Clock wires, drivers and flops:
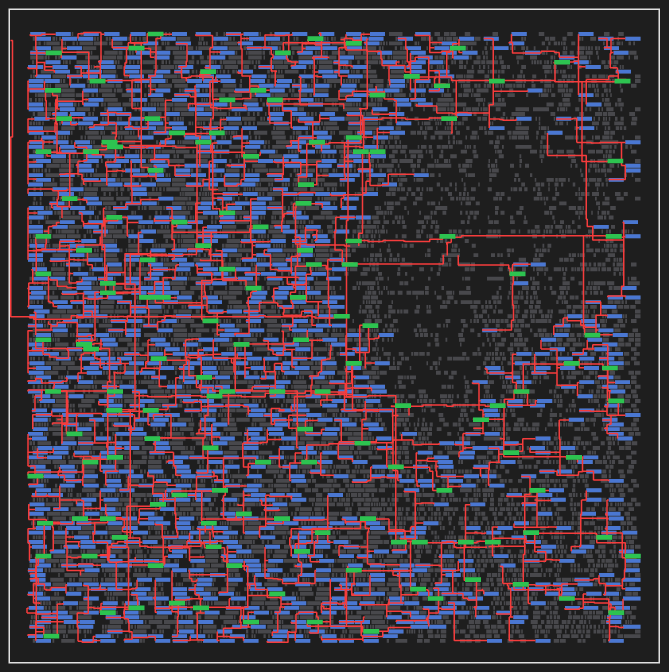
Drive-strength map:
Bar = 100 um.
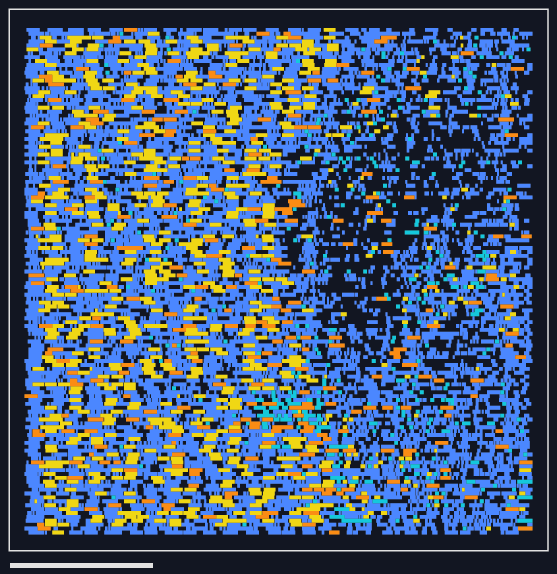
===== src/rtl/multi_cycle_cpu.sv =====
// Multi-cycle MIPS-subset core: FSM-sequenced datapath sharing one req/ready memory port
// for instruction fetch and data access.
module multi_cycle_cpu #(
  parameter logic [31:0] RESET_PC        = 32'h0000_0000,
  parameter bit          HALT_ON_UNKNOWN = 1'b1,
  parameter logic [31:0] ADDR_MASK       = 32'hFFFF_FFFF
) (
  input  logic        clk,
  input  logic        rst,
  output logic        mem_req,
  output logic        mem_we,
  output logic [31:0] mem_addr,
  output logic [31:0] mem_wdata,
  input  logic [31:0] mem_rdata,
  input  logic        mem_ready,
  output logic [31:0] pc_out,
  output logic [31:0] instruction,
  output logic [2:0]  state,
  output logic        halted
);

  typedef enum logic [2:0] {
    S_FETCH = 3'd0, S_DECODE = 3'd1, S_EXECUTE = 3'd2,
    S_MEMORY = 3'd3, S_WRITEBACK = 3'd4, S_HALT = 3'd5
  } state_t;

  localparam logic [5:0] OP_R = 6'h00, OP_J = 6'h02, OP_JAL = 6'h03, OP_BEQ = 6'h04,
                         OP_BNE = 6'h05, OP_ADDI = 6'h08, OP_LUI = 6'h0F,
                         OP_LW = 6'h23, OP_SW = 6'h2B;
  localparam logic [5:0] FN_SLL = 6'h00, FN_JR = 6'h08, FN_ADD = 6'h20, FN_SUB = 6'h22,
                         FN_AND = 6'h24, FN_OR = 6'h25, FN_SLT = 6'h2A;

  state_t      state_reg;
  logic [31:0] pc_reg, ir_reg, mdr_reg, a_reg, b_reg, alu_out_reg, target_reg;
  logic        mem_req_reg, mem_we_reg, halted_reg;
  logic [31:0] mem_addr_reg, mem_wdata_reg;
  logic [31:0] rf [32];

  logic [5:0]  opcode, funct;
  logic [4:0]  rs, rt, rd, shamt;
  logic [15:0] imm;
  logic [31:0] sext, jump_target, alu_result, fetch_pc, rf_wdata;
  logic        is_known, branch_taken, rf_we;
  logic [4:0]  rf_waddr;

  assign opcode      = ir_reg[31:26];
  assign rs          = ir_reg[25:21];
  assign rt          = ir_reg[20:16];
  assign rd          = ir_reg[15:11];
  assign shamt       = ir_reg[10:6];
  assign funct       = ir_reg[5:0];
  assign imm         = ir_reg[15:0];
  assign sext        = {{16{imm[15]}}, imm};
  assign jump_target = {pc_reg[31:28], ir_reg[25:0], 2'b00};
  assign branch_taken = ((opcode == OP_BEQ) && (a_reg == b_reg)) ||
                        ((opcode == OP_BNE) && (a_reg != b_reg));

  always_comb begin
    is_known = 1'b0;
    case (opcode)
      OP_R: begin
        case (funct)
          FN_SLL, FN_JR, FN_ADD, FN_SUB, FN_AND, FN_OR, FN_SLT: is_known = 1'b1;
          default: is_known = 1'b0;
        endcase
      end
      OP_J, OP_JAL, OP_BEQ, OP_BNE, OP_ADDI, OP_LUI, OP_LW, OP_SW: is_known = 1'b1;
      default: is_known = 1'b0;
    endcase
  end

  always_comb begin
    alu_result = '0;
    case (opcode)
      OP_R: begin
        case (funct)
          FN_ADD:  alu_result = a_reg + b_reg;
          FN_SUB:  alu_result = a_reg - b_reg;
          FN_AND:  alu_result = a_reg & b_reg;
          FN_OR:   alu_result = a_reg | b_reg;
          FN_SLT:  alu_result = {31'd0, $signed(a_reg) < $signed(b_reg)};
          FN_SLL:  alu_result = b_reg << shamt;
          default: alu_result = '0;
        endcase
      end
      OP_ADDI, OP_LW, OP_SW: alu_result = a_reg + sext;
      OP_LUI:                alu_result = {imm, 16'h0000};
      default:               alu_result = '0;
    endcase
  end

  // Address of the next fetch; only EXECUTE of a control-flow instruction redirects it.
  always_comb begin
    fetch_pc = pc_reg;
    if (state_reg == S_EXECUTE) begin
      case (opcode)
        OP_BEQ, OP_BNE: if (branch_taken) fetch_pc = target_reg;
        OP_J, OP_JAL:   fetch_pc = jump_target;
        OP_R:           if (funct == FN_JR) fetch_pc = a_reg;
        default:        fetch_pc = pc_reg;
      endcase
    end
  end

  always_comb begin
    rf_we    = 1'b0;
    rf_waddr = 5'd0;
    rf_wdata = '0;
    if ((state_reg == S_EXECUTE) && (opcode == OP_JAL)) begin
      rf_we    = 1'b1;
      rf_waddr = 5'd31;
      rf_wdata = pc_reg;
    end else if (state_reg == S_WRITEBACK) begin
      rf_we    = 1'b1;
      rf_waddr = (opcode == OP_R) ? rd : rt;
      rf_wdata = (opcode == OP_LW) ? mdr_reg : alu_out_reg;
    end
  end

  always_ff @(posedge clk or negedge rst) begin
    if (!rst) begin
      for (int i = 0; i < 32; i++) rf[i] <= '0;
    end else if (rf_we && (rf_waddr != 5'd0)) begin
      rf[rf_waddr] <= rf_wdata;
    end
  end

  always_ff @(posedge clk or negedge rst) begin
    if (!rst) begin
      state_reg     <= S_FETCH;
      pc_reg        <= RESET_PC;
      ir_reg        <= '0;
      mdr_reg       <= '0;
      a_reg         <= '0;
      b_reg         <= '0;
      alu_out_reg   <= '0;
      target_reg    <= '0;
      mem_req_reg   <= 1'b0;
      mem_we_reg    <= 1'b0;
      mem_addr_reg  <= '0;
      mem_wdata_reg <= '0;
      halted_reg    <= 1'b0;
    end else begin
      case (state_reg)
        S_FETCH: begin
          // First cycle out of reset has no request pending yet; raise it here.
          if (!mem_req_reg) begin
            mem_req_reg  <= 1'b1;
            mem_we_reg   <= 1'b0;
            mem_addr_reg <= pc_reg & ADDR_MASK;
          end else if (mem_ready) begin
            ir_reg      <= mem_rdata;
            pc_reg      <= pc_reg + 32'd4;
            mem_req_reg <= 1'b0;
            state_reg   <= S_DECODE;
          end
        end
        S_DECODE: begin
          a_reg      <= rf[rs];
          b_reg      <= rf[rt];
          target_reg <= pc_reg + (sext << 2);
          if (is_known) begin
            state_reg <= S_EXECUTE;
          end else if (HALT_ON_UNKNOWN) begin
            state_reg  <= S_HALT;
            halted_reg <= 1'b1;
          end else begin
            state_reg    <= S_FETCH;
            mem_req_reg  <= 1'b1;
            mem_we_reg   <= 1'b0;
            mem_addr_reg <= fetch_pc & ADDR_MASK;
          end
        end
        S_EXECUTE: begin
          alu_out_reg <= alu_result;
          if ((opcode == OP_LW) || (opcode == OP_SW)) begin
            state_reg     <= S_MEMORY;
            mem_req_reg   <= 1'b1;
            mem_we_reg    <= (opcode == OP_SW);
            mem_addr_reg  <= alu_result & ADDR_MASK;
            mem_wdata_reg <= b_reg;
          end else if ((opcode == OP_ADDI) || (opcode == OP_LUI) ||
                       ((opcode == OP_R) && (funct != FN_JR))) begin
            state_reg <= S_WRITEBACK;
          end else begin
            pc_reg       <= fetch_pc;
            state_reg    <= S_FETCH;
            mem_req_reg  <= 1'b1;
            mem_we_reg   <= 1'b0;
            mem_addr_reg <= fetch_pc & ADDR_MASK;
          end
        end
        S_MEMORY: begin
          if (mem_req_reg && mem_ready) begin
            if (mem_we_reg) begin
              state_reg    <= S_FETCH;
              mem_we_reg   <= 1'b0;
              mem_addr_reg <= fetch_pc & ADDR_MASK;
            end else begin
              mdr_reg     <= mem_rdata;
              mem_req_reg <= 1'b0;
              state_reg   <= S_WRITEBACK;
            end
          end
        end
        S_WRITEBACK: begin
          state_reg    <= S_FETCH;
          mem_req_reg  <= 1'b1;
          mem_we_reg   <= 1'b0;
          mem_addr_reg <= fetch_pc & ADDR_MASK;
        end
        default: begin
          mem_req_reg <= 1'b0;
          halted_reg  <= 1'b1;
        end
      endcase
    end
  end

  assign mem_req     = mem_req_reg;
  assign mem_we      = mem_we_reg;
  assign mem_addr    = mem_addr_reg;
  assign mem_wdata   = mem_wdata_reg;
  assign pc_out      = pc_reg;
  assign instruction = ir_reg;
  assign state       = state_reg;
  assign halted      = halted_reg;

endmodule


===== config.mk =====
export PLATFORM = sky130hd
export DESIGN_NAME = multi_cycle_cpu
export DESIGN_NICKNAME = d
export VERILOG_FILES = /design/src/rtl/multi_cycle_cpu.sv
export SDC_FILE = /design/constraint.sdc
export NUM_CORES = 2
export LEC_CHECK = 0
export CAP_MARGIN = 40
export CORE_AREA = 10 10 365 367
export DETAILED_ROUTE_END_ITERATION = 10
export DIE_AREA = 0 0 375 377
export PLACE_DENSITY_LB_ADDON = 0.15
export SYNTH_ARGS = -nofsm -noshare
export SYNTH_HDL_FRONTEND = slang
export SYNTH_SLANG_ARGS = --single-unit

===== constraint.sdc =====
create_clock -name clk -period 4.6 [get_ports clk]
set_clock_uncertainty 0.15 [all_clocks]
set_input_delay 0.46 -clock clk [delete_from_list [all_inputs] [get_ports clk]]
set_output_delay 0.46 -clock clk [all_outputs]
set_load 0.03 [all_outputs]

==> flow_metrics.tcl <==
# flow metrics
set metrics [dict create \
    synthArstFlopShare 1.00 \
    synthTopLogicFamily "multiplexers" \
    grt_util_all_layers 0.404 \
    final_layout_top_logic_cell "dfrtp_1" \
    core_area_um2 125000 \
    top_register "rf" \
    tool_warnings 117 \
    syn_nets 7359 \
    drtIter0Drc 8501 \
    drv_slew 0 \
    synth-simple-area-share 0.107 \
    maxCapViolations 0 \
    rows 130 \
    layout_top_cells "1307 x dfrtp_1, 1057 x nand2_1, 899 x o21ai_0" \
    hold_violations 0 \
    seqCellArea_um2 33000 \
    dp_cells 8702 \
    nFillCells 9300 \
    ys_ff 1318 \
    hold_class "primary input to async pin" \
    mux_area_frac 0.223 \
    detail_route.wl_per_cell_um 32.1 \
    status "finished clean" \
    fin_setup_tns_ns 0 \
    pg_seq_w 0.0151 \
    crit_chain "inv_1 -> ha_1 -> buf_4 -> nor2b_1 -> nor2_1 -> a221oi_2 -> a2111oi_2 -> o211ai_1 -> nand2_1 -> a211oi_1 -> o21ai_0 -> buf_4 -> a222oi_1 -> buf_4 -> o221ai_1 -> o21a_1" \
    final_cells 8976 \
    io_pins 169 \
    synthCells 7155 \
    hold_slack_ns 0.0423 \
    ctsResizeCount 0 \
    synth-adder-area-share 0.0286 \
    crit_family "AND-OR/OR-AND gates" \
    synth_top_area_share 0.440 \
    cp.required_ns 5.15 \
    max_freq_ghz 0.229 \
    drcViolationCount 0 \
    vdd_ir_drop_max_v 0.000505 \
    grt_start_max_net_pins 136 \
    crit_buf_inv 4 \
    ys_cells 7155 \
    pre_cts_ws_ns 0.255 \
    io_buffers 168 \
    p_comb_w 0.0233 \
    dr.pass1.iters 8 \
    cp-start-kind "flip-flop" \
    p_int_w 0.0296 \
    synth_area_um2 74900 \
    ys_types 92 \
    critPathLaunch "a_reg[6]$_DFFE_PN0N_" \
    top_cells_by_area "dfrtp_1 44%, mux4_2 20%, o21ai_0 6.0%" \
    power.density_nw_per_um2 595 \
    p_comb_frac 0.456 \
]
About 'clock wires, drivers and flops':
Red shows clock wires, length 17000 um. Green shows clock drivers, count 145. Blue shows flip-flops, count 1318.
Position of the flops: all over the die. There are 146 routed clock nets.
clock distribution power: 0.0126 W
clock power share: 0.247
worst skew pair latency: 0.82 ns

About 'drive-strength map':
Orange shows _6 and larger, cells 299, share 4.1%. Blue shows _0 and _1 cells, cells 5860, share 80%. Yellow shows _2 cells, cells 781, share 11%. Cyan shows _3 and _4 cells, cells 379, share 5.2%.
Signal buffers: 566
Final WS setup: 0.239 ns
Layout area overhead: 14.7%

-- layout make-up --
| type | count | share of cell area |
|---|---|---|
| Antenna cell | 7 | 0.000204 |
| Clock buffer | 206 | 0.0494 |
| Clock inverter | 59 | 0.0113 |
| Inverter | 125 | 0.00546 |
| Multi-Input combinational cell | 5045 | 0.459 |
| Sequential cell | 1318 | 0.384 |
| Tap cell | 1650 | 0.0240 |
| Timing Repair Buffer | 566 | 0.0669 |
-- metal layers --
| metal | up-vias | track usage | routed length, um | part of all wire |
|---|---|---|---|---|
| li1 | 26200 | - | - | - |
| met1 | 31800 | 0.515 | 105000 | 0.37 |
| met2 | 4085 | 0.621 | 131000 | 0.45 |
| met3 | 1036 | 0.106 | 31100 | 0.11 |
| met4 | 18 | 0.243 | 20800 | 0.072 |
| met5 | - | 0 | 113 | 0.00039 |
-- worst register-to-register path, cell delays in order (launching register included) --
cell	delay, ns
dfrtp_1	0.42
inv_1	0.27
ha_1	0.32
buf_4	0.18
nor2b_1	0.16
nor2_1	0.09
a221oi_2	0.42
a2111oi_2	0.19
o211ai_1	0.49
nand2_1	0.15
a211oi_1	0.27
o21ai_0	0.10
buf_4	0.19
a222oi_1	0.35
buf_4	0.22
o221ai_1	0.13
o21a_1	0.15
-- worst paths after layout --
| kind | to | slack [ns] | cells after the start |
|---|---|---|---|
| worst max-delay path | mem_addr[23]$_DFFE_PN0P_ | 0.24 | 16 |
| worst min-delay path | target_reg[19]$_DFFE_PN0N_ | 0.04 | 2 |
| worst max register to register | mem_addr[23]$_DFFE_PN0P_ | 0.24 | 16 |
| worst min register to register | rf[1002]$_DFFE_PN0P_ | 0.24 | 0 |
| max in group asynchronous | rf[994]$_DFFE_PN0P_ | 2.76 | 3 |
| min in group clk | instruction[17]$_DFFE_PN0P_ | 0.06 | 3 |
Power is estimated from default activity; no workload was simulated.
